===== src/rtl/ball_frame_tx_if.sv =====
// ball_frame_tx_if: byte-stream handshake between the frame sender and the I2C master
interface ball_frame_tx_if;
  logic       tx_start;
  logic [6:0] tx_addr;
  logic [7:0] tx_data;
  logic       tx_valid;
  logic       tx_last;
  logic       tx_ready;
  logic       is_i2c_master_done;
  logic       i2c_nack;
  modport master (
    output tx_start, tx_addr, tx_data, tx_valid, tx_last,
    input  tx_ready, is_i2c_master_done, i2c_nack
  );
  modport slave (
    input  tx_start, tx_addr, tx_data, tx_valid, tx_last,
    output tx_ready, is_i2c_master_done, i2c_nack
  );
endinterface


===== src/rtl/ball_frame_tx.sv =====
// ball_frame_tx: sends a 5-byte ball hand-off frame over I2C with NACK retry, timeout and one-deep pending request
module ball_frame_tx #(
  parameter logic [6:0] SLAVE_ADDR  = 7'h2A,
  parameter int         MAX_RETRY   = 2,
  parameter int         TIMEOUT_CYC = 50000
) (
  input  logic                  clk_25MHZ,
  input  logic                  reset,
  input  logic                  ball_send_trigger,
  input  logic [9:0]            ball_y,
  input  logic [7:0]            ball_vy,
  input  logic [1:0]            gravity_counter,
  input  logic [9:0]            estimated_speed,
  output logic                  tx_busy,
  output logic                  tx_done,
  output logic                  tx_err,
  ball_frame_tx_if.master       bus
);
  localparam int RW = $clog2(MAX_RETRY + 2);
  localparam int TW = $clog2(TIMEOUT_CYC + 1);
  typedef enum logic [2:0] {IDLE, START, SEND, WAIT_DONE, DONE, ERR} state_t;
  state_t          state, state_n;
  logic [7:0]      frame [5];
  logic [2:0]      idx;
  logic [RW-1:0]   retry_cnt;
  logic [TW-1:0]   tmo_cnt;
  logic            pending, acc, tmo, retry_ok, go;
  assign acc      = state == SEND && bus.tx_ready;
  assign tmo      = tmo_cnt == TW'(TIMEOUT_CYC - 1);
  assign retry_ok = retry_cnt < RW'(MAX_RETRY);
  assign go       = ball_send_trigger || pending;
  assign bus.tx_addr  = SLAVE_ADDR;
  assign bus.tx_valid = state == SEND;
  assign bus.tx_last  = state == SEND && idx == 3'd4;
  assign bus.tx_data  = state == SEND ? frame[idx] : 8'h00;
  assign tx_busy = state != IDLE;
  assign tx_done = state == DONE;
  assign tx_err  = state == ERR;
  // next state: an accepted byte beats a coinciding timeout, a done pulse beats a coinciding timeout
  always_comb begin
    state_n = state;
    case (state)
      IDLE:      state_n = go ? START : IDLE;
      START:     state_n = SEND;
      SEND:      state_n = acc ? (idx == 3'd4 ? WAIT_DONE : SEND) : (tmo ? ERR : SEND);
      WAIT_DONE: state_n = bus.is_i2c_master_done ? (!bus.i2c_nack ? DONE : retry_ok ? START : ERR)
                                                  : (tmo ? ERR : WAIT_DONE);
      default:   state_n = IDLE;
    endcase
  end
  // state register
  always_ff @(posedge clk_25MHZ or negedge reset)
    if (!reset) state <= IDLE;
    else        state <= state_n;
  // frame latch, byte index, retry and timeout counters, pending flag and start pulse
  always_ff @(posedge clk_25MHZ or negedge reset) begin
    if (!reset) begin
      frame        <= '{default: 8'h00};
      idx          <= '0;
      retry_cnt    <= '0;
      tmo_cnt      <= '0;
      pending      <= 1'b0;
      bus.tx_start <= 1'b0;
    end else begin
      bus.tx_start <= state == START;
      pending      <= state != IDLE && (pending || ball_send_trigger);
      if (state == IDLE && go) begin
        frame[0]  <= ball_y[7:0];
        frame[1]  <= {6'b0, ball_y[9:8]};
        frame[2]  <= ball_vy;
        frame[3]  <= {6'b0, gravity_counter};
        frame[4]  <= estimated_speed > 10'd255 ? 8'hFF : estimated_speed[7:0];
        retry_cnt <= '0;
      end else if (state == WAIT_DONE && state_n == START) begin
        retry_cnt <= retry_cnt + RW'(1);
      end
      idx     <= state == START ? 3'd0 : idx + 3'(acc);
      tmo_cnt <= (state_n != state || acc) ? '0
               : (state == SEND || state == WAIT_DONE) ? tmo_cnt + TW'(1) : tmo_cnt;
    end
  end
endmodule


===== src/flat_wrapper.sv =====
// flat-port wrapper written by rule: the top's interface ports become plain ports
module ball_frame_tx_flat 
#(
  parameter logic [6:0] SLAVE_ADDR  = 7'h2A,
  parameter int         MAX_RETRY   = 2,
  parameter int         TIMEOUT_CYC = 50000
)
  (clk_25MHZ, reset, ball_send_trigger, ball_y, ball_vy, gravity_counter, estimated_speed, tx_busy, tx_done, tx_err, bus_tx_start, bus_tx_addr, bus_tx_data, bus_tx_valid, bus_tx_last, bus_tx_ready, bus_is_i2c_master_done, bus_i2c_nack);
  ball_frame_tx_if bus_i ();
  input  logic clk_25MHZ;
  input  logic reset;
  input  logic ball_send_trigger;
  input  logic [9:0] ball_y;
  input  logic [7:0] ball_vy;
  input  logic [1:0] gravity_counter;
  input  logic [9:0] estimated_speed;
  output logic tx_busy;
  output logic tx_done;
  output logic tx_err;
  output wire logic [$bits(bus_i.tx_start)-1:0] bus_tx_start;
  output wire logic [$bits(bus_i.tx_addr)-1:0] bus_tx_addr;
  output wire logic [$bits(bus_i.tx_data)-1:0] bus_tx_data;
  output wire logic [$bits(bus_i.tx_valid)-1:0] bus_tx_valid;
  output wire logic [$bits(bus_i.tx_last)-1:0] bus_tx_last;
  input wire logic [$bits(bus_i.tx_ready)-1:0] bus_tx_ready;
  input wire logic [$bits(bus_i.is_i2c_master_done)-1:0] bus_is_i2c_master_done;
  input wire logic [$bits(bus_i.i2c_nack)-1:0] bus_i2c_nack;
  assign bus_tx_start = bus_i.tx_start;
  assign bus_tx_addr = bus_i.tx_addr;
  assign bus_tx_data = bus_i.tx_data;
  assign bus_tx_valid = bus_i.tx_valid;
  assign bus_tx_last = bus_i.tx_last;
  assign bus_i.tx_ready = bus_tx_ready;
  assign bus_i.is_i2c_master_done = bus_is_i2c_master_done;
  assign bus_i.i2c_nack = bus_i2c_nack;
  ball_frame_tx #(.SLAVE_ADDR(SLAVE_ADDR), .MAX_RETRY(MAX_RETRY), .TIMEOUT_CYC(TIMEOUT_CYC)) u_core (.clk_25MHZ(clk_25MHZ), .reset(reset), .ball_send_trigger(ball_send_trigger), .ball_y(ball_y), .ball_vy(ball_vy), .gravity_counter(gravity_counter), .estimated_speed(estimated_speed), .tx_busy(tx_busy), .tx_done(tx_done), .tx_err(tx_err), .bus(bus_i));
endmodule

===== config.mk =====
export PLATFORM = sky130hd
export DESIGN_NAME = ball_frame_tx_flat
export DESIGN_NICKNAME = d
export VERILOG_FILES = /design/src/rtl/ball_frame_tx_if.sv /design/src/rtl/ball_frame_tx.sv /design/src/flat_wrapper.sv
export SDC_FILE = /design/constraint.sdc
export NUM_CORES = 1
export LEC_CHECK = 0
export CORE_MARGIN = 4
export CORE_UTILIZATION = 45
export CTS_CLUSTER_DIAMETER = 120
export DETAILED_ROUTE_END_ITERATION = 12
export GPL_TIMING_DRIVEN = 0
export PLACE_DENSITY = 0.85
export REMOVE_ABC_BUFFERS = 1
export SYNTH_ARGS = -nofsm -noshare
export SYNTH_HDL_FRONTEND = slang
export SYNTH_SLANG_ARGS = --single-unit

===== constraint.sdc =====
create_clock -name clk_25MHZ -period 1.69 [get_ports clk_25MHZ]
set_input_delay 0.338 -clock clk_25MHZ [delete_from_list [all_inputs] [get_ports clk_25MHZ]]
set_output_delay 0.338 -clock clk_25MHZ [all_outputs]
set_load 0.1 [all_outputs]

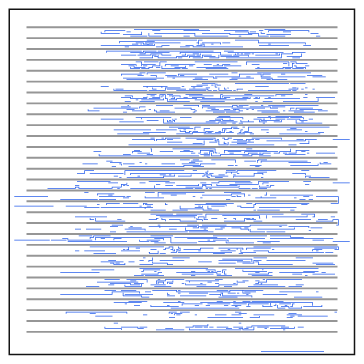
*The metal 1 layer, run 1*
Scale: 4 px per µm. Supply wires on this layer in gray.
wire length on this layer: 3600 µm
share of all routed wire: 36%
main direction: horizontal
longest straight run: 28.1 µm

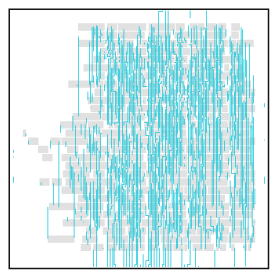
*M2 wires, run 1*
Scale: 3 px per µm.
share of all routed wire: 50%
wire length on this layer: 5060 µm
longest straight run: 49.0 µm
nets with wire on the layer: 356

==> job_summary.md, run 1 <==
## Implementation flow summary

| Metric | Value |
|---|---|
| Status | `finished with violations` |
| Failing checks | `setup timing` |
| Sw frac | `47.5%` |
| Hold path startpoint | `u_core.frame[19]` |
| Final period util | `128%` |
| Register Area | `1360 µm²` |
| Postcts setup bufs | `22` |
| Synth mux share | `12.5%` |
| Area leader, netlist | `dfrtp_1` |
| CP Cell Sequence | `buf_4 -> buf_4 -> buf_6 -> or3_4 -> nor2_4 -> buf_6 -> buf_6 -> a2111o_2 -> nor3_1` |
| Nets | `388` |
| Placed Area | `3240 µm²` |
| Global-route wire length before repair | `13800 µm` |
| Vias in the first global route | `2577` |
| RSZ-0062 raised after global routing | `true` |
| TritonCTS Buffers | `5` |
| Seq/Total Area, Yosys | `49.5%` |
| CP Class | `reg2reg` |
| Clock network power | `slightly below 800 µW` |
| Max Freq | `0.462 GHz` |
| Synthesized area | `2730 µm²` |
| Detailed Route WL | `10100 µm` |
| Top-area cell share | `49.5%` |
| XOR-XNOR Cells, Area Fraction | `3.21%` |
| Final worst slack | `-0.474 ns` |
| Delay-heaviest family, CP | `buffers and inverters` |
| CP bufs+invs | `5` |
| Largest net degree at the start of global routing | `33` |
| Busiest grt layer | `met2` |
| Slowest Stage Delay on Critical Path | `0.48 ns` |
| CTS tree | `yes` |
| Met2 Track Usage GR | `40.8%` |
| CTS Buffer Depth | `2` |
| Synth logic family | `simple AND/OR/NAND/NOR gates` |
| Commonest Layout Cell | `dfrtp_1` |
| Antenna Cells | `0` |
| Drt pass-1 iters | `6` |
| Commonest cells post-synth | `dfrtp_1, mux2_2, nor3_1` |
| Most frequent CP cell | `buf_6` |
| Crit-path slowest cell | `a2111o_2` |
| Seq power | `2.19 mW` |
| MaxCap Viol Count | `0` |
| Power group with the largest share | `combinational logic` |
| Latency at later pin | `0.33 ns` |
| Synth unique cells | `around 44` |
| Critical path endpoint | `u_core.tmo_cnt[6]` |
| Logic area | `roughly 1700 µm²` |
| Largest reg by FF count | `u_core.frame` |
| Met3 wire len | `883 µm` |
| Antenna-violating nets left | `0` |
| FA/HA/MAJ Cells, Area Fraction | `1.37%` |
| Top-count cell post-synth | `dfrtp_1` |
| P_leak | `1.73 nW` |
| Top cells by area | `dfrtp_1, mux2_2, nor3_1, a21oi_1, nor2_1` |
| Post-synth EDFFs | `0` |
| Starting density of the core | `46.1%` |
| Internal power | `4.44 mW` |
| Worst-margin pin slew | `0.636 ns` |
| Finish-stage setup viols | `62` |
| Max IR drop VDD | `approximately 1.8 mV` |
| Antenna violations before repair | `0` |
| Syn. warnings | `0` |
| Grt met3 use | `3.46%` |
| Via-to-Cell Ratio | `6.37` |
| Worst path depth | `9` |
| Switching power | `4.02 mW` |
| Final core utilization | `73.0%` |
| Reg2Reg Setup Slack | `-0.47 ns` |
| Hold Path Sink | `u_core.frame[19]` |
| Post-CTS Hold Buffers | `1` |
| WL/cell | `23.7 µm` |
| Wl on met1 | `3600 µm` |
| Hold Path Depth | `1` |
| Die height | `85.9 µm` |
| Synth Area in Simple Gates | `18.4%` |
| Setup crit start kind | `flop` |
| Flops & latches, synth | `roughly 54` |
| Ao+oa area frac | `9.76%` |
| Share of layout cells above drive strength 1 | `roughly 44%` |
| Clock share of power | `approximately a tenth` |
| Die Area | `7380 µm²` |
| Highest Signal Layer | `met4` |
| Reg power frac | `26.0%` |
| CP max FO | `8` |
| Min cycle time layout | `2.16 ns` |
| Worst Path Required | `1.92 ns` |
| Syn Area/Cell | `10.5 µm²` |
| Reg2reg start | `u_core.state[2]` |
| Total gr overflow | `0` |
| H-tree depth | `2` |
| Die Wd | `approximately 86 µm` |
| WL met2 | `between 5000 and 6000 µm` |
| Reg-to-Reg End | `u_core.tmo_cnt[6]` |
| Arr. time, crit path | `between 2 and 2.5 ns` |
| Hold Crit Class | `reg2reg` |
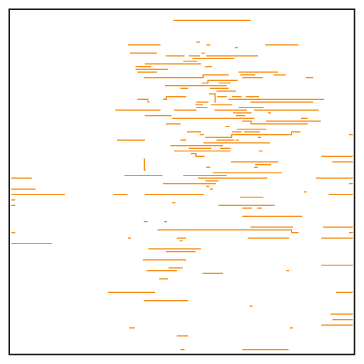
*Signal wires on met3, run 1*
Scale: 4 px per µm.
share of all routed wire: 8.8%
main direction: horizontal
wire length on this layer: 884 µm

run 1: layout make-up:
| cell class | instances | area share (%) |
|---|---|---|
| timing repair buffer | 91 | 24.4 |
| clock buffer | 5 | 1.59 |
| inverter | 6 | 0.637 |
| multi-input combinational | 191 | 39.1 |
| sequential | 54 | 31.5 |
| tap | 75 | 2.17 |
| clock inverter | 3 | 0.608 |
run 1: stage by stage:
| stage | setup slack, ns | instances | hold slack, ns | setup TNS (ns) |
|---|---|---|---|---|
| after CTS | -0.394 | 406 | 0.519 | -11.03 |
| after floorplan | -3.77 | 245 | 0.0424 | -122.93 |
| after global routing | -0.542 | 425 | 0.524 | -23.61 |
| after global placement | -2.14 | 369 | 0.486 | -170.81 |
| final | -0.474 | 425 | 0.517 | -21.79 |
| after detailed placement | -1.53 | 370 | 0.332 | -45.54 |
==> run 2: changes to the inputs <==
--- a/config.mk
+++ b/config.mk
@@ -5,12 +5,14 @@
 export SDC_FILE = /design/constraint.sdc
 export NUM_CORES = 1
 export LEC_CHECK = 0
+export CELL_PAD_IN_SITES_DETAIL_PLACEMENT = 2
+export CELL_PAD_IN_SITES_GLOBAL_PLACEMENT = 2
 export CORE_MARGIN = 4
-export CORE_UTILIZATION = 45
+export CORE_UTILIZATION = 29
 export CTS_CLUSTER_DIAMETER = 120
 export DETAILED_ROUTE_END_ITERATION = 12
 export GPL_TIMING_DRIVEN = 0
-export PLACE_DENSITY = 0.85
+export PLACE_DENSITY = 0.86
 export REMOVE_ABC_BUFFERS = 1
 export SYNTH_ARGS = -nofsm -noshare
 export SYNTH_HDL_FRONTEND = slang
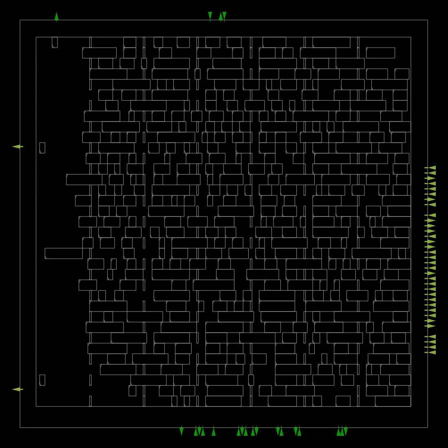
*Cell outlines without signal wires, run 2*
Finished Layout Cells: 475
num tapcells: 111

==> job_summary.md, run 2 <==
## Implementation flow summary

| Metric | Value |
|---|---|
| Status | `finished with violations (unchanged)` |
| Failing checks | `hold timing, setup timing (was setup timing)` |
| Core Box Area | `9200 µm² (was 5920 µm²)` |
| Placed cells | `407 (was 370)` |
| Top cells by area | `dfrtp_1, mux2_2, nor3_1, a21oi_1, nor2_1 (unchanged)` |
| Reg2Reg Depth | `8 (was 9)` |
| Final clock skew | `0.0136 ns (was 0.0218 ns)` |
| Min cycle time layout | `2.27 ns (was 2.16 ns)` |
| Non-Filler Cell Area, Final | `4630 µm² (was 4320 µm²)` |
| Max FFs per register | `28 (unchanged)` |
| Worst-margin pin slew | `0.568 ns (was 0.636 ns)` |
| CTS tree | `yes (unchanged)` |
| Total gr overflow | `0 (unchanged)` |
| Top-count cell post-synth | `dfrtp_1 (unchanged)` |
| DP HPWL | `5570 µm (was 4200 µm)` |
| FA/HA/MAJ Cells, Area Fraction | `1.37% (unchanged)` |
| Finish-stage setup viols | `64 (was 62)` |
| TritonCTS Buffers | `5 (unchanged)` |
| Critical path endpoint | `bus_tx_data[3] (was u_core.tmo_cnt[6])` |
| Crit-path slowest cell | `dfrtp_2 (was a2111o_2)` |
| Seq cells | `54 (unchanged)` |
| Filler cells | `854 (was 326)` |
| Met1 usage | `24.3% (was 30.9%)` |
| WL met2 | `7460 µm (was 5060 µm)` |
| Biggest regs | `u_core.frame x28, u_core.tmo_cnt x16 (unchanged)` |
| Violation count after the first detailed-routing iteration | `117 (was 298)` |
| Die Wd | `105 µm (was 85.9 µm)` |
| Slowest Stage Delay on Critical Path | `0.48 ns (about the same)` |
| Nets | `403 (was 388)` |
| Commonest cells post-synth | `dfrtp_1, mux2_2, nor3_1 (unchanged)` |
| Logic area | `1770 µm² (was 1690 µm²)` |
| Data buffer area share | `26.8% (was 24.4%)` |
| P_leak | `1.83 nW (was 1.73 nW)` |
| Die Area | `11000 µm² (was 7380 µm²)` |
| Top-area cell share | `49.5% (unchanged)` |
| Buffers excl. clock | `111 (was 91)` |
| I/O Buffers | `49 (unchanged)` |
| Global-route wire length before repair | `18400 µm (was 13800 µm)` |
| Die height | `105 µm (was 85.9 µm)` |
| Seq/Total Area, Yosys | `49.5% (unchanged)` |
| Final core utilization | `50.4% (was 73.0%)` |
| Syn Area/Cell | `10.5 µm² (unchanged)` |
| Reg2Reg Setup Slack | `-0.53 ns (was -0.47 ns)` |
| Synth logic family | `simple AND/OR/NAND/NOR gates (unchanged)` |
| Hold Crit Class | `in2async (was reg2reg)` |
| Detailed Route WL | `13700 µm (was 10100 µm)` |
| Hold Vio Cnt, Final | `9 (was 0)` |
| CP Cell Sequence | `nor3b_4 -> and3_4 -> nand2_1 -> o21ai_4 -> buf_12 (was buf_4 -> buf_4 -> buf_6 -> or3_4 -> nor2_4 -> buf_6 -> buf_6 -> a2111o_2 -> nor3_1)` |
| Arr. time, crit path | `1.93 ns (was 2.39 ns)` |
| Final period util | `134% (was 128%)` |
| Via-to-Cell Ratio | `5.49 (was 6.37)` |
| # clk buffers | `6 (was 5)` |
| Clock Sinks | `54 (unchanged)` |
| Inverters | `6 (unchanged)` |
| Rows | `35 (was 28)` |
| Worst setup EP type | `output port (was flop)` |
| CTS Buffer Depth | `2 (unchanged)` |
| Synth mux share | `12.5% (unchanged)` |
| Share of layout cells above drive strength 1 | `51.9% (was 43.7%)` |
| CP Class | `reg2out (was reg2reg)` |
| Vias in the first global route | `2912 (was 2577)` |
| Final Hold Slack | `-0.00885 ns (was 0.517 ns)` |
| Gate Count Post-Synth | `260 (unchanged)` |
| WL/cell | `28.8 µm (was 23.7 µm)` |
| Setup TNS | `-27.09 ns (was -21.79 ns)` |
| P per Cell Area | `1990 nW/µm² (was 1960 nW/µm²)` |
| RSZ-0062 raised after global routing | `true (unchanged)` |
| Area leader, netlist | `dfrtp_1 (unchanged)` |
| Latency at later pin | `0.32 ns (was 0.33 ns)` |
| Post-synth EDFFs | `0 (unchanged)` |
| Global Route Usage Sum | `21.8% (was 24.5%)` |
| Clk root buf | `clkbuf_8 (unchanged)` |
| Relative slew slack | `62.3% (was 57.3%)` |
| Wl on met1 | `5200 µm (was 3600 µm)` |
| Reg2reg start | `u_core.state[2] (unchanged)` |
| Commonest Layout Cell | `dfrtp_1 (unchanged)` |
| Pwr Total | `9.20 mW (was 8.46 mW)` |
| Ao+oa area frac | `9.76% (unchanged)` |
| Starting density of the core | `29.7% (was 46.1%)` |
| Setup crit start kind | `flop (unchanged)` |
| Flops & latches, synth | `54 (unchanged)` |
| Seq/total area | `29.6% (was 31.5%)` |
| Max IR drop VDD | `0.859 mV (was 1.78 mV)` |
| XOR-XNOR Cells, Area Fraction | `3.21% (unchanged)` |
| CP Launch Point | `u_core.state[2] (unchanged)` |
| Syn. warnings | `0 (unchanged)` |
| Placed Area | `3310 µm² (was 3240 µm²)` |
| Highest Signal Layer | `met4 (unchanged)` |
| Post-CTS Hold Buffers | `0 (was 1)` |
| Busiest grt layer | `met2 (unchanged)` |
| Yosys stat cell total | `260 (unchanged)` |
| Residual DRC count | `0 (unchanged)` |
| GP Congestion | `0.783 (was 0.854)` |
| Drt pass-1 iters | `4 (was 6)` |
| Layout area overhead | `69.5% (was 58.3%)` |
| Async set or reset register ratio after synthesis | `100% (unchanged)` |
| Fraction of area in multi-input gates | `38.3% (was 39.1%)` |
| Most instantiated logic cells after routing | `dfrtp_1, clkdlybuf4s50_1, buf_4 (unchanged)` |
| Log Warnings | `27 (unchanged)` |
| Grt met3 use | `4.39% (was 3.46%)` |
| CP max FO | `5 (was 8)` |
| MaxCap Viol Count | `0 (unchanged)` |
| Via count | `2606 (was 2706)` |
| Ports | `57 (unchanged)` |
| Dominant kind of cell by area | `multi-input combinational cells (unchanged)` |
| Final worst slack | `-0.578 ns (was -0.474 ns)` |
| Largest reg by FF count | `u_core.frame (unchanged)` |
| Antenna violations before repair | `0 (unchanged)` |
| H-tree depth | `2 (unchanged)` |
| Register Area | `1370 µm² (was 1360 µm²)` |
| Met3 wire len | `531 µm (was 883 µm)` |
| Synth Area in Simple Gates | `18.4% (unchanged)` |
| Reg-to-Reg End | `u_core.frame[36] (was u_core.tmo_cnt[6])` |
| Final Max Slew Viols | `0 (unchanged)` |
| Mi-comb count | `186 (was 191)` |
| Worst Path Required | `1.35 ns (was 1.92 ns)` |
| Worst slack at placement | `-1.65 ns (was -1.53 ns)` |
| ClkCell Share | `1.73% (was 2.20%)` |
| Largest net degree at the start of global routing | `34 (was 33)` |
| Dominant flop cell | `dfrtp_1 (unchanged)` |
| Yosys stat area | `2730 µm² (unchanged)` |
| Synth unique cells | `44 (unchanged)` |
| Clock transition at path regs | `0.10 ns (about the same)` |
| Max Freq | `0.441 GHz (was 0.462 GHz)` |
| Antenna Cells | `0 (unchanged)` |
| Met2 Track Usage GR | `41.4% (was 40.8%)` |
| Synthesized area | `2730 µm² (unchanged)` |
| Antenna-violating nets left | `0 (unchanged)` |
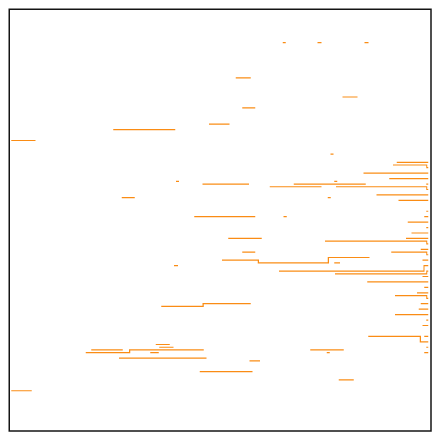
*Signal wires on met3, run 2*
Scale: 4 px per µm.
share of all routed wire: 3.9%
longest straight run: 36.1 µm
main direction: horizontal

==> run 2: cell counts after synthesis <==
Identical to the previous run, type by type.
==> run 2: power by group <==
group	switching (mW)	internal (mW)	leakage, nW	total (mW)
clock	0.454	0.286	0.0373	0.740
combinational	3.40	2.79	1.15	6.19
sequential	0.502	1.77	0.642	2.27
==> run 2: worst max-delay path, delay by kind of cell, from the launching register on <==
family / cells / cell delay (ns)
AND/OR/NAND/NOR: 3 / 0.80
AND-OR/OR-AND: 1 / 0.12
buffers and inverters: 1 / 0.20
flip-flops: 1 / 0.48
==> run 2: timing repair <==
item / CTS / global route
gates cloned: 4 / 0
buffers inserted: 38 / 21
resized: 243 / 50
pin swaps: 30 / 17
endpoints found under the setup margin: 63 / 64
==> run 3: changes to the inputs <==
--- a/config.mk
+++ b/config.mk
@@ -5,9 +5,10 @@
 export SDC_FILE = /design/constraint.sdc
 export NUM_CORES = 1
 export LEC_CHECK = 0
+export CAP_MARGIN = 20
 export CELL_PAD_IN_SITES_DETAIL_PLACEMENT = 2
 export CELL_PAD_IN_SITES_GLOBAL_PLACEMENT = 2
-export CORE_MARGIN = 4
+export CORE_MARGIN = 2
 export CORE_UTILIZATION = 29
 export CTS_CLUSTER_DIAMETER = 120
 export DETAILED_ROUTE_END_ITERATION = 12
==> constraint.sdc (replaced) <==
create_clock -name clk_25MHZ -period 1.69 [get_ports clk_25MHZ]
set_input_delay 0.338 -clock clk_25MHZ [delete_from_list [all_inputs] [get_ports clk_25MHZ]]
set_output_delay 0.338 -clock clk_25MHZ [all_outputs]
set_load 0.005 [all_outputs]
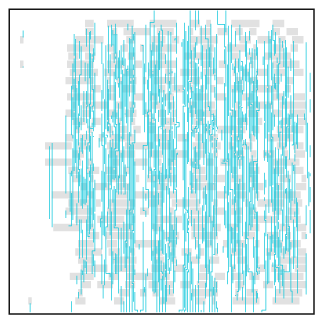
*M2 wires, run 3*
Scale: 3 px per µm.
share of all routed wire: 54%
longest straight run: 41.1 µm
main direction: vertical

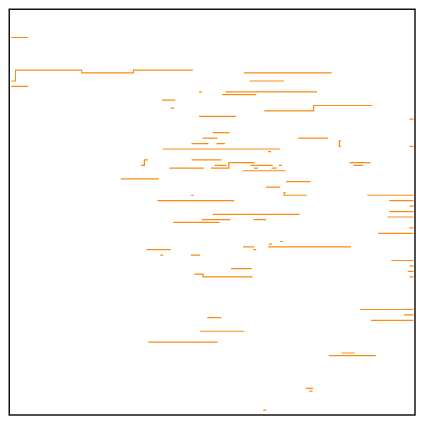
*Signal wires on met3, run 3*
Scale: 4 px per µm.
longest straight run: 29.0 µm
nets with wire on the layer: 54

==> job_summary.md, run 3 <==
## Implementation flow summary

| Metric | Value |
|---|---|
| Status | `finished with violations (unchanged)` |
| Failing checks | `setup timing (was hold timing, setup timing)` |
| Nets | `411 (was 403)` |
| Yosys stat cell total | `260 (unchanged)` |
| Final worst slack | `-0.538 ns (was -0.578 ns)` |
| H-tree depth | `2 (unchanged)` |
| Slowest Stage Delay on Critical Path | `0.47 ns (was 0.48 ns)` |
| Synth mux share | `12.5% (unchanged)` |
| Commonest Layout Cell | `dfrtp_1 (unchanged)` |
| Worst slack at placement | `-0.998 ns (was -1.65 ns)` |
| Most frequent CP cell | `buf_6` |
| RSZ-0062 raised after global routing | `true (unchanged)` |
| Vias in the first global route | `3028 (was 2912)` |
| WL/cell | `29.2 µm (was 28.8 µm)` |
| CTS Buffer Depth | `2 (unchanged)` |
| Synth Area in Simple Gates | `18.4% (unchanged)` |
| Max IR drop VDD | `0.476 mV (was 0.859 mV)` |
| Reg-to-Reg End | `u_core.frame[8] (was u_core.frame[36])` |
| Ao+oa area frac | `9.76% (unchanged)` |
| Hold Crit Class | `in2async (unchanged)` |
| Reg2Reg Depth | `7 (was 8)` |
| Switching power | `3.15 mW (was 4.36 mW)` |
| Core Box Area | `9200 µm² (unchanged)` |
| Final period util | `132% (was 134%)` |
| Postcts setup bufs | `46 (was 38)` |
| Pwr Total | `7.22 mW (was 9.20 mW)` |
| Top cells by area | `dfrtp_1, mux2_2, nor3_1, a21oi_1, nor2_1 (unchanged)` |
| Drt pass-1 iters | `4 (unchanged)` |
| Die Area | `10200 µm² (was 11000 µm²)` |
| Via count | `2703 (was 2606)` |
| Reg2Reg Setup Slack | `-0.44 ns (was -0.53 ns)` |
| P per Cell Area | `1620 nW/µm² (was 1990 nW/µm²)` |
| Synth logic family | `simple AND/OR/NAND/NOR gates (unchanged)` |
| Clock Sinks | `54 (unchanged)` |
| Clock transition at path regs | `0.13 ns (was 0.10 ns)` |
| Die height | `101 µm (was 105 µm)` |
| CP bufs+invs | `3 (was 1)` |
| I/O Buffers | `49 (unchanged)` |
| Worst setup EP type | `output port (unchanged)` |
| Share of layout cells above drive strength 1 | `51.7% (was 51.9%)` |
| Latency at later pin | `0.33 ns (was 0.32 ns)` |
| XOR-XNOR Cells, Area Fraction | `3.21% (unchanged)` |
| Worst-margin pin slew | `0.577 ns (was 0.568 ns)` |
| Final core utilization | `48.5% (was 50.4%)` |
| Worst path depth | `7 (was 5)` |
| Global-route wire length before repair | `18400 µm (about the same)` |
| Seq/Total Area, Yosys | `49.5% (unchanged)` |
| Finish-stage setup viols | `64 (unchanged)` |
| Internal power | `4.07 mW (was 4.84 mW)` |
| Antenna-violating nets left | `0 (unchanged)` |
| GP Congestion | `0.751 (was 0.783)` |
| Setup TNS | `-21.42 ns (was -27.09 ns)` |
| Global Route Usage Sum | `24.1% (was 21.8%)` |
| Die Wd | `101 µm (was 105 µm)` |
| Top-count cell post-synth | `dfrtp_1 (unchanged)` |
| TritonCTS Buffers | `5 (unchanged)` |
| Placed cells | `407 (unchanged)` |
| Reg power frac | `31.3% (was 24.7%)` |
| Detailed Route WL | `14100 µm (was 13700 µm)` |
| Antenna Cells | `0 (unchanged)` |
| Rows | `35 (unchanged)` |
| Via-to-Cell Ratio | `5.58 (was 5.49)` |
| Placed Area | `3290 µm² (was 3310 µm²)` |
| Clk root buf | `clkbuf_8 (unchanged)` |
| Synthesized area | `2730 µm² (unchanged)` |
| Hold Vio Cnt, Final | `0 (was 9)` |
| Commonest cells post-synth | `dfrtp_1, mux2_2, nor3_1 (unchanged)` |
| Syn. warnings | `0 (unchanged)` |
| Most instantiated logic cells after routing | `dfrtp_1, clkdlybuf4s50_1, buf_4 (unchanged)` |
| Layout area overhead | `63.4% (was 69.5%)` |
| Total gr overflow | `0 (unchanged)` |
| Final Hold Slack | `0.480 ns (was -0.00885 ns)` |
| CP max FO | `4 (was 5)` |
| Finished Layout Cells | `484 (was 475)` |
| CP Cell Sequence | `nor3b_4 -> and3_4 -> buf_6 -> buf_6 -> nand2_4 -> o21ai_2 -> buf_2 (was nor3b_4 -> and3_4 -> nand2_1 -> o21ai_4 -> buf_12)` |
| Non-Filler Cell Area, Final | `4460 µm² (was 4630 µm²)` |
| Largest net degree at the start of global routing | `40 (was 34)` |
| DP HPWL | `5500 µm (was 5570 µm)` |
| Starting density of the core | `29.7% (unchanged)` |
| Worst Path Required | `1.35 ns (about the same)` |
| Post-synth EDFFs | `0 (unchanged)` |
| Logic gate share of total power | `57.1% (was 67.3%)` |
| Gate Count Post-Synth | `260 (unchanged)` |
| Area leader, netlist | `dfrtp_1 (unchanged)` |
| Relative slew slack | `61.2% (was 62.3%)` |
| Residual DRC count | `0 (unchanged)` |
| Syn Area/Cell | `10.5 µm² (unchanged)` |
| Max Freq | `0.449 GHz (was 0.441 GHz)` |
| Max FFs per register | `28 (unchanged)` |
| Clock share of power | `11.6% (was 8.0%)` |
| Largest reg by FF count | `u_core.frame (unchanged)` |
| Final Max Slew Viols | `0 (unchanged)` |
| Ports | `57 (unchanged)` |
| Violation count after the first detailed-routing iteration | `130 (was 117)` |
| Arr. time, crit path | `1.89 ns (was 1.93 ns)` |
| Sw frac | `43.7% (was 47.4%)` |
| Min cycle time layout | `2.23 ns (was 2.27 ns)` |
run 3: cell counts after synthesis:
No cell type changed its count.
run 3: layer usage:
metal	share of wire [%]	track usage, %
met5	0	0
met4	3.7	4.99
met1	39	28.3
met3	3.7	3.33
met2	54	46.3
run 3: cell type report:
type / instances / area [µm²]
clock buffers: 6 / 82.6
clock inverters: 2 / 12.5
fillers: 899 / 4730
inverters: 6 / 31.3
multi-input cells: 191 / 1770
flip-flops and latches: 54 / 1370
well taps: 111 / 139
repair buffers: 114 / 1060
run 3: power by group through the flow:
stage	combinational [mW]	clock, mW	sequential, mW
after global routing	4.31	0.892	2.29
after global placement	1.96	0	2.11
after detailed placement	2.07	0	2.16
after floorplan	1.27	0	2.02
final	4.12	0.841	2.26
after CTS	3.25	0.819	2.10
Power and IR drop assume default switching activity.
